### config.mk
export PLATFORM = sky130hd
export DESIGN_NAME = segment_write_arbiter_flat
export DESIGN_NICKNAME = d
export VERILOG_FILES = /design/src/rtl/segment_write_arbiter_if.sv /design/src/rtl/segment_write_arbiter.sv /design/src/flat_wrapper.sv
export SDC_FILE = /design/constraint.sdc
export NUM_CORES = 1
export LEC_CHECK = 0
export ABC_CLOCK_PERIOD_IN_PS = 1600
export CORE_ASPECT_RATIO = 1.4
export CORE_MARGIN = 1.5
export CORE_UTILIZATION = 33
export DETAILED_ROUTE_END_ITERATION = 16
export GPL_TIMING_DRIVEN = 0
export HOLD_SLACK_MARGIN = 0.08
export PLACE_DENSITY = 0.76
export SLEW_MARGIN = 5
export SYNTH_ARGS = -nofsm -noshare
export SYNTH_HDL_FRONTEND = slang
export SYNTH_SLANG_ARGS = --single-unit
export TNS_END_PERCENT = 100
### constraint.sdc
create_clock -name clk -period 1.6 [get_ports clk]
set_clock_uncertainty 0.15 [all_clocks]
set_input_delay 0.32 -clock clk [delete_from_list [all_inputs] [get_ports clk]]
set_output_delay 0.32 -clock clk [all_outputs]
set_load 0.01 [all_outputs]
### src/rtl/segment_write_arbiter_if.sv
// Segment file write-port bundle: three requesters in, one registered write out.
interface segment_write_arbiter_if #(
  parameter int DATA_W = 16
);
  logic [2:0]          req;
  logic [5:0]          req_sel;
  logic [3*DATA_W-1:0] req_data;
  logic                lock_cfg;
  logic                instr_done;
  logic [2:0]          gnt;
  logic                write_en;
  logic [1:0]          reg_select;
  logic [DATA_W-1:0]   data;
  logic                queue_flush;
  logic                int_inhibit;
  logic                busy;

  // Requester / EU side
  modport master (
    output req, req_sel, req_data, lock_cfg, instr_done,
    input  gnt, write_en, reg_select, data, queue_flush, int_inhibit, busy
  );

  // Arbiter side
  modport slave (
    input  req, req_sel, req_data, lock_cfg, instr_done,
    output gnt, write_en, reg_select, data, queue_flush, int_inhibit, busy
  );
endinterface

### src/rtl/segment_write_arbiter.sv
// Arbitrates the single segment register file write port between the CS
// loader (0), the execution unit (1) and the debug/config port (2). Every
// write takes one registered WRITE cycle; an SS write opens an interrupt
// inhibit window that lasts until two further instructions complete.
module segment_write_arbiter #(
  parameter bit RR_LOW = 1'b1,
  parameter int DATA_W = 16
) (
  input  logic                    clk,
  input  logic                    rst,
  segment_write_arbiter_if.slave  bus
);

  typedef enum logic {IDLE = 1'b0, WRITE = 1'b1} state_t;

  state_t              state_reg, state_next;

  logic [1:0]          sel_arr  [3];
  logic [DATA_W-1:0]   data_arr [3];

  logic [2:0]          eligible;
  logic [1:0]          win_idx;
  logic                capture;

  logic                rr_fav2_reg, rr_fav2_next;
  logic [2:0]          gnt_reg, gnt_next;
  logic                write_en_reg, write_en_next;
  logic [1:0]          reg_select_reg, reg_select_next;
  logic [DATA_W-1:0]   data_reg, data_next;
  logic                queue_flush_reg, queue_flush_next;
  logic                busy_reg, busy_next;
  logic                int_inhibit_reg, int_inhibit_next;
  logic [1:0]          inh_cnt_reg, inh_cnt_next;

  // Split the packed per-requester select/data buses into indexable arrays
  for (genvar gi = 0; gi < 3; gi++) begin : g_unpack
    assign sel_arr[gi]  = bus.req_sel[2*gi +: 2];
    assign data_arr[gi] = bus.req_data[gi*DATA_W +: DATA_W];
  end

  // Winner selection: CS loader first, then EU vs debug by rr pointer or fixed
  always_comb begin
    eligible = bus.req & {~bus.lock_cfg, 2'b11};
    win_idx  = 2'd0;
    if (eligible[0]) begin
      win_idx = 2'd0;
    end else if (eligible[1] && eligible[2]) begin
      win_idx = (RR_LOW && rr_fav2_reg) ? 2'd2 : 2'd1;
    end else if (eligible[1]) begin
      win_idx = 2'd1;
    end else begin
      win_idx = 2'd2;
    end
    capture = (state_reg == IDLE) && (eligible != 3'b000);
  end

  // State register
  always_ff @(posedge clk) begin
    if (rst) begin
      state_reg <= IDLE;
    end else begin
      state_reg <= state_next;
    end
  end

  // Next-state logic: a capture in IDLE commits to exactly one WRITE cycle
  always_comb begin
    state_next = state_reg;
    case (state_reg)
      IDLE:    if (capture) state_next = WRITE;
      WRITE:   state_next = IDLE;
      default: state_next = IDLE;
    endcase
  end

  // Output next-values: grant/strobe only in the cycle following a capture
  always_comb begin
    gnt_next         = 3'b000;
    write_en_next    = 1'b0;
    busy_next        = 1'b0;
    queue_flush_next = 1'b0;
    reg_select_next  = reg_select_reg;
    data_next        = data_reg;
    rr_fav2_next     = rr_fav2_reg;
    if (capture) begin
      gnt_next         = 3'b001 << win_idx;
      write_en_next    = 1'b1;
      busy_next        = 1'b1;
      reg_select_next  = sel_arr[win_idx];
      data_next        = data_arr[win_idx];
      queue_flush_next = (sel_arr[win_idx] == 2'b00);
      // A CS-loader grant leaves the pointer alone
      if (RR_LOW) begin
        if (win_idx == 2'd1) begin
          rr_fav2_next = 1'b1;
        end else if (win_idx == 2'd2) begin
          rr_fav2_next = 1'b0;
        end
      end
    end
  end

  // Interrupt inhibit window: opened by an SS write, closed by the 2nd instr_done
  always_comb begin
    int_inhibit_next = int_inhibit_reg;
    inh_cnt_next     = inh_cnt_reg;
    if ((state_reg == WRITE) && (reg_select_reg == 2'b10)) begin
      // instr_done coinciding with the SS write belongs to an earlier instruction
      int_inhibit_next = 1'b1;
      inh_cnt_next     = 2'd0;
    end else if (int_inhibit_reg && bus.instr_done) begin
      if (inh_cnt_reg == 2'd1) begin
        int_inhibit_next = 1'b0;
        inh_cnt_next     = 2'd0;
      end else begin
        inh_cnt_next = inh_cnt_reg + 2'd1;
      end
    end
  end

  // Output and datapath registers
  always_ff @(posedge clk) begin
    if (rst) begin
      rr_fav2_reg     <= 1'b0;
      gnt_reg         <= 3'b000;
      write_en_reg    <= 1'b0;
      reg_select_reg  <= 2'b00;
      data_reg        <= '0;
      queue_flush_reg <= 1'b0;
      busy_reg        <= 1'b0;
      int_inhibit_reg <= 1'b0;
      inh_cnt_reg     <= 2'd0;
    end else begin
      rr_fav2_reg     <= rr_fav2_next;
      gnt_reg         <= gnt_next;
      write_en_reg    <= write_en_next;
      reg_select_reg  <= reg_select_next;
      data_reg        <= data_next;
      queue_flush_reg <= queue_flush_next;
      busy_reg        <= busy_next;
      int_inhibit_reg <= int_inhibit_next;
      inh_cnt_reg     <= inh_cnt_next;
    end
  end

  assign bus.gnt         = gnt_reg;
  assign bus.write_en    = write_en_reg;
  assign bus.reg_select  = reg_select_reg;
  assign bus.data        = data_reg;
  assign bus.queue_flush = queue_flush_reg;
  assign bus.int_inhibit = int_inhibit_reg;
  assign bus.busy        = busy_reg;

endmodule

### src/flat_wrapper.sv
// flat-port wrapper written by rule: the top's interface ports become plain ports
module segment_write_arbiter_flat 
#(
  parameter bit RR_LOW = 1'b1,
  parameter int DATA_W = 16
)
  (clk, rst, bus_req, bus_req_sel, bus_req_data, bus_lock_cfg, bus_instr_done, bus_gnt, bus_write_en, bus_reg_select, bus_data, bus_queue_flush, bus_int_inhibit, bus_busy);
  segment_write_arbiter_if #(.DATA_W(DATA_W)) bus_i ();
  input  logic clk;
  input  logic rst;
  input wire logic [$bits(bus_i.req)-1:0] bus_req;
  input wire logic [$bits(bus_i.req_sel)-1:0] bus_req_sel;
  input wire logic [$bits(bus_i.req_data)-1:0] bus_req_data;
  input wire logic [$bits(bus_i.lock_cfg)-1:0] bus_lock_cfg;
  input wire logic [$bits(bus_i.instr_done)-1:0] bus_instr_done;
  output wire logic [$bits(bus_i.gnt)-1:0] bus_gnt;
  output wire logic [$bits(bus_i.write_en)-1:0] bus_write_en;
  output wire logic [$bits(bus_i.reg_select)-1:0] bus_reg_select;
  output wire logic [$bits(bus_i.data)-1:0] bus_data;
  output wire logic [$bits(bus_i.queue_flush)-1:0] bus_queue_flush;
  output wire logic [$bits(bus_i.int_inhibit)-1:0] bus_int_inhibit;
  output wire logic [$bits(bus_i.busy)-1:0] bus_busy;
  assign bus_i.req = bus_req;
  assign bus_i.req_sel = bus_req_sel;
  assign bus_i.req_data = bus_req_data;
  assign bus_i.lock_cfg = bus_lock_cfg;
  assign bus_i.instr_done = bus_instr_done;
  assign bus_gnt = bus_i.gnt;
  assign bus_write_en = bus_i.write_en;
  assign bus_reg_select = bus_i.reg_select;
  assign bus_data = bus_i.data;
  assign bus_queue_flush = bus_i.queue_flush;
  assign bus_int_inhibit = bus_i.int_inhibit;
  assign bus_busy = bus_i.busy;
  segment_write_arbiter #(.RR_LOW(RR_LOW), .DATA_W(DATA_W)) u_core (.clk(clk), .rst(rst), .bus(bus_i));
endmodule
Figure 1. Clock network drawn from the DEF (run 1).
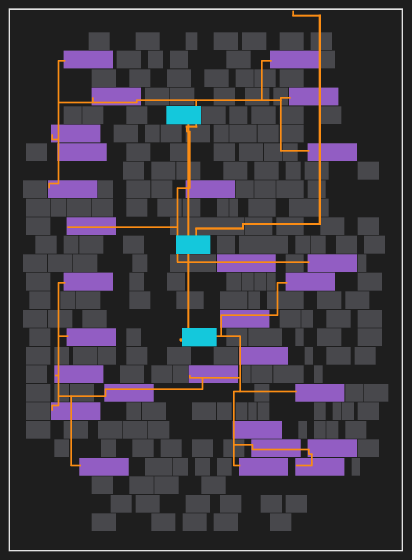
[clock wires] orange | length: 371 um
[flip-flops] purple | count: 28
[cells driving clock nets] cyan | count: 3
routed clock nets	4
flops lie	spread over the die

Figure 2. Wires at chosen ports, followed through buffers (run 1).
The bar under the picture is 20 um long.
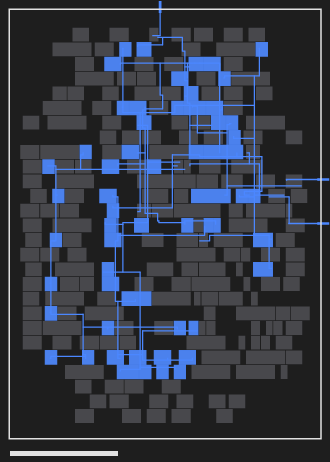
port	color	bits	direction	end cells	buffers	wire
`bus_req`	blue	3	input	60	8	667 um

==> results.txt, run 1 <==
Implementation progress

The total count of max-transition violations in the final report stands at 0. Per Yosys stat, the portion of area used by sequential elements is 0.408. The tool warning count stands at 26. For reference, the top logic cell family by area is AND-OR/OR-AND gates.

The total wire length after detailed routing stands at 4360 um. Per the detail_route log, the uppermost layer with routed signals is met4. The leakage power total stands at 1.09 nW. In this run the worst setup path terminates at u_core.bus.data[8]$_SDFFE_PP0P_. The largest individual stage delay along the critical path comes from the cell dlygate4sd2_1. The antenna diode count stands at 0.

Compared with the post-synthesis result, the final layout area differs by 75.3%. The placement summary gives the final routability congestion estimate as 0.710. The run finished with clean final reports. The endpoint of the worst hold path is reported as u_core.bus.int_inhibit$_SDFFE_PP0P_. The sequential share of power stands at 0.426. In this run, synthesis inferred 0 flip-flops with an integrated enable. The signal on the critical path passes through dlygate4sd2_1, nand3b_4, buf_6, and3_1, a211o_1, a32o_1. The data arrival time at the worst-slack endpoint stands at 1.59 ns. From left edge to right edge, the die measures 57.6 um.

The first global-routing pass estimated 6810 um of wire. The aggregate global routing overflow stands at 0. The placement row count stands at 27.
Figure 3. Sequential cells colored by netlist name (run 1).
Other sequential cells in the stronger gray, the rest of the logic in the fainter gray.
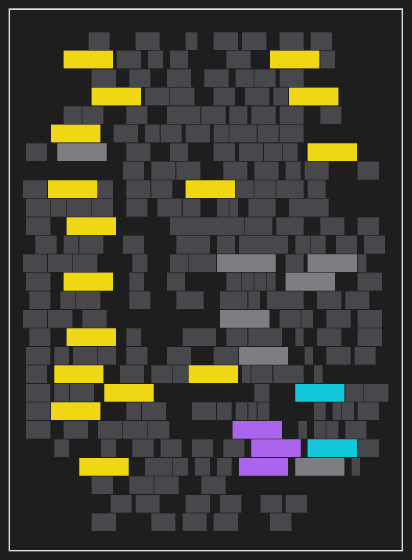
netlist name	color	sequential cells
`u_core.bus.data`	yellow	16
`u_core.bus.gnt`	purple	3
`u_core.inh_cnt_reg`	cyan	2

Figure 4. Routing congestion (run 1).
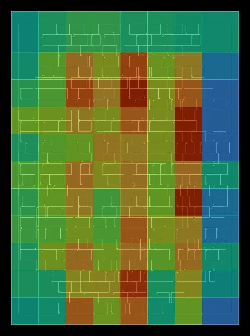
per-cell routed wire length: 15.8 um
global routing met3 resource utilization: 0.0276
final design utilization: 0.610

## run 1: what timing repair did
action | 4_1_cts | 5_1_grt
buffers inserted | 0 | 0
hold buffers | 0 | 0
resized | 49 | 7
pin swaps | 3 | 15
setup endpoints to repair | 47 | 13
cloned | 3 | 1
## run 1: final cells by class
class / instances / area share
Buffer: 12 / 0.0369
Clock inverter: 1 / 0.0125
Timing Repair Buffer: 87 / 0.344
Inverter: 3 / 0.00675
Tap cell: 43 / 0.0223
Clock buffer: 3 / 0.0171
Sequential cell: 28 / 0.234
Multi-Input combinational cell: 99 / 0.326
## run 1: power by group through the flow
stage	sequential [mW]	clock, mW	combinational [mW]
CTS	0.786	0.578	0.486
floorplan	0.825	0	0.180
global route	0.792	0.609	0.524
detailed placement	0.803	0	0.499
global placement	0.801	0	0.495
finish	0.784	0.568	0.489
Figure 5. Met1 routing (run 1).
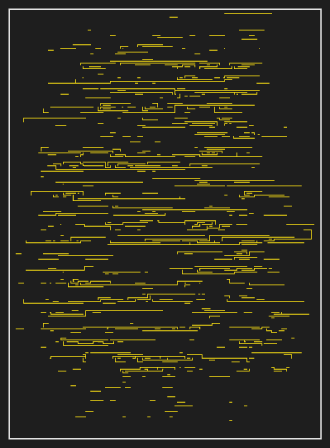

## Run 2: what changed since run 1
--- a/config.mk
+++ b/config.mk
@@ -6,13 +6,15 @@
 export NUM_CORES = 1
 export LEC_CHECK = 0
 export ABC_CLOCK_PERIOD_IN_PS = 1600
+export CELL_PAD_IN_SITES_DETAIL_PLACEMENT = 0
+export CELL_PAD_IN_SITES_GLOBAL_PLACEMENT = 1
 export CORE_ASPECT_RATIO = 1.4
 export CORE_MARGIN = 1.5
-export CORE_UTILIZATION = 33
+export CORE_UTILIZATION = 23
 export DETAILED_ROUTE_END_ITERATION = 16
 export GPL_TIMING_DRIVEN = 0
 export HOLD_SLACK_MARGIN = 0.08
-export PLACE_DENSITY = 0.76
+export PLACE_DENSITY_LB_ADDON = 0.1
 export SLEW_MARGIN = 5
 export SYNTH_ARGS = -nofsm -noshare
 export SYNTH_HDL_FRONTEND = slang
Figure 6. Met1 routing (run 2).
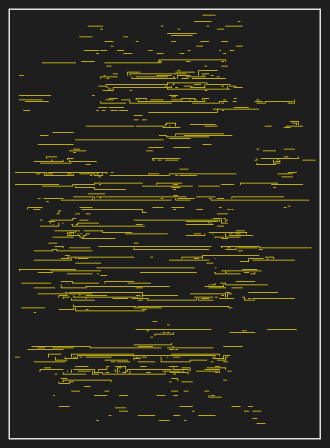
nets with wire on the layer	245
longest straight run	30.4 um
main direction	horizontal
wire length on this layer	1990 um
share of all routed wire	39%

==> run 2 against run 1 <==
  * Core utilization fell by 20 points
  * Flip-flop count unchanged
  * Clock power is about 30% lower
  * Synthesized cell count stayed put
  * Critical path depth fell by 1
  * Non-clock buffer count shrank 2
  * Worst hold slack lost 0.021 ns
  * Clock-buffer cell count is the same
  * Global-route usage shrank 3.3 points
  * Via count rose by 3.1%
  * Critical endpoint unchanged
==> results.txt, run 2 <==
Implementation progress

The last weighted congestion value of the routability-driven placer is 0.734 (+3.5%). The antenna diode count stands at 0 (unchanged). The power attributed to the clock group stands at 0.397 mW (-30%).

Per the cell usage report, the commonest logic cells after layout are 55 x clkdlybuf4s50_1, 27 x dfxtp_1, 26 x dlygate4sd2_1. Hold analysis lists the worst path endpoint as u_core.bus.int_inhibit$_SDFFE_PP0P_. The largest net degree at the start of global routing stands at 15. According to the timing report, the critical path is captured at u_core.bus.data[8]$_SDFFE_PP0P_.

The met3 demand-to-capacity share in global routing came to 0.0226 (-0.00491). The aggregate global routing overflow stands at 0 (unchanged). The global-route wire length before repair came to 7630 um (+12%). For this design, the slowest cell found on the critical path is dfxtp_4. The leakage power total stands at 1.08 nW (-1.3%). The report shows a maximum critical-path fanout of 6. The flow ran to the end, and the final reports show no timing, DRC or antenna violations. The data arrival time at the worst-slack endpoint was 1.60 ns (about the same). The internal portion of the total power is 1.22 mW. After filler insertion, the fill cell instance count of the layout stands at 570. The share of synthesized area occupied by flip-flops and latches came to 0.408 (unchanged). The number of synthesized flops with an enable pin stands at 0 (unchanged). Per the timing report, the most critical flop-to-flop path finishes at u_core.bus.data[8]$_SDFFE_PP0P_. The placement row count came to 33 (+22%). The clock sink count stands at 28. The relative contribution of the clock network to total power stands at 0.237. The ratio of cells with drive above 1 in the final layout stands at 0.161. The number of setup buffers added after CTS came to 0 (unchanged).

The width of the die stands at 68.4 um (+19%). The post-CTS resize count stands at 53 (+8.2%). Setup repair after global routing could not meet its margin everywhere.

The total sequential power stands at 0.786 mW (about the same). The total count of max-transition violations in the final report stands at 0 (unchanged). The number of instances in the placed design stands at 295. The routed wirelength normalized by instance count stands at 17.1 um (+8.2%).

The biggest slice of the total power is consumed by registers. The total wire length after detailed routing is 5130 um (+18%). The power consumed by combinational cells stands at 0.494 mW (+1%). The number of buffers inserted by hold repair at cts stands at 0 (unchanged). The share of the core filled with cells was 0.414 (-0.196). The signed area change from the synthesized netlist to the final layout is 75.3% (about the same). Listed in order, past its start point the critical path passes nand3b_4, buf_6, and3_1, a211o_1, a32o_1. The tool warning count stands at 28 (+7.7%).
Figure 7. Wires at chosen ports, followed through buffers (run 2).
The bar under the picture is 20 um long.
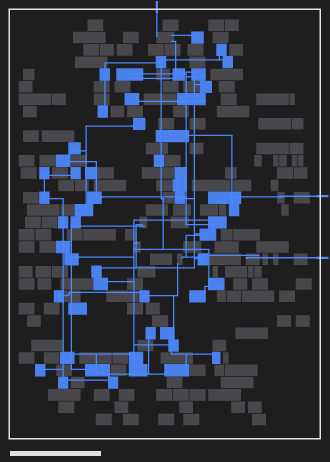
port	color	bits	direction	end cells	buffers	wire
`bus_req`	blue	3	input	60	8	802 um

run 2: layout make-up:
| class | count | area share |
|---|---|---|
| tap | 70 | 0.0363 |
| multi-input combinational | 99 | 0.329 |
| timing repair buffer | 85 | 0.338 |
| inverter | 3 | 0.00675 |
| buffer | 12 | 0.0384 |
| clock buffer | 3 | 0.0171 |
| sequential | 28 | 0.234 |
run 2: metal layers:
metal | up-vias | routed length, um
li1 | 717 | -
met1 | 721 | 1990
met2 | 53 | 2850
met3 | 2 | 258
met4 | 0 | 29
met5 | - | 0
run 2: logic make-up after synthesis:
group | count (synthesis) | synth area share
AND/OR/NAND/NOR | 55 | 0.251
AND-OR/OR-AND | 42 | 0.278
flip-flops | 28 | 0.408
buffers and inverters | 15 | 0.0573
XOR/XNOR | 1 | 0.00637
No activity file was given, so power comes from the tool's default toggle rates.
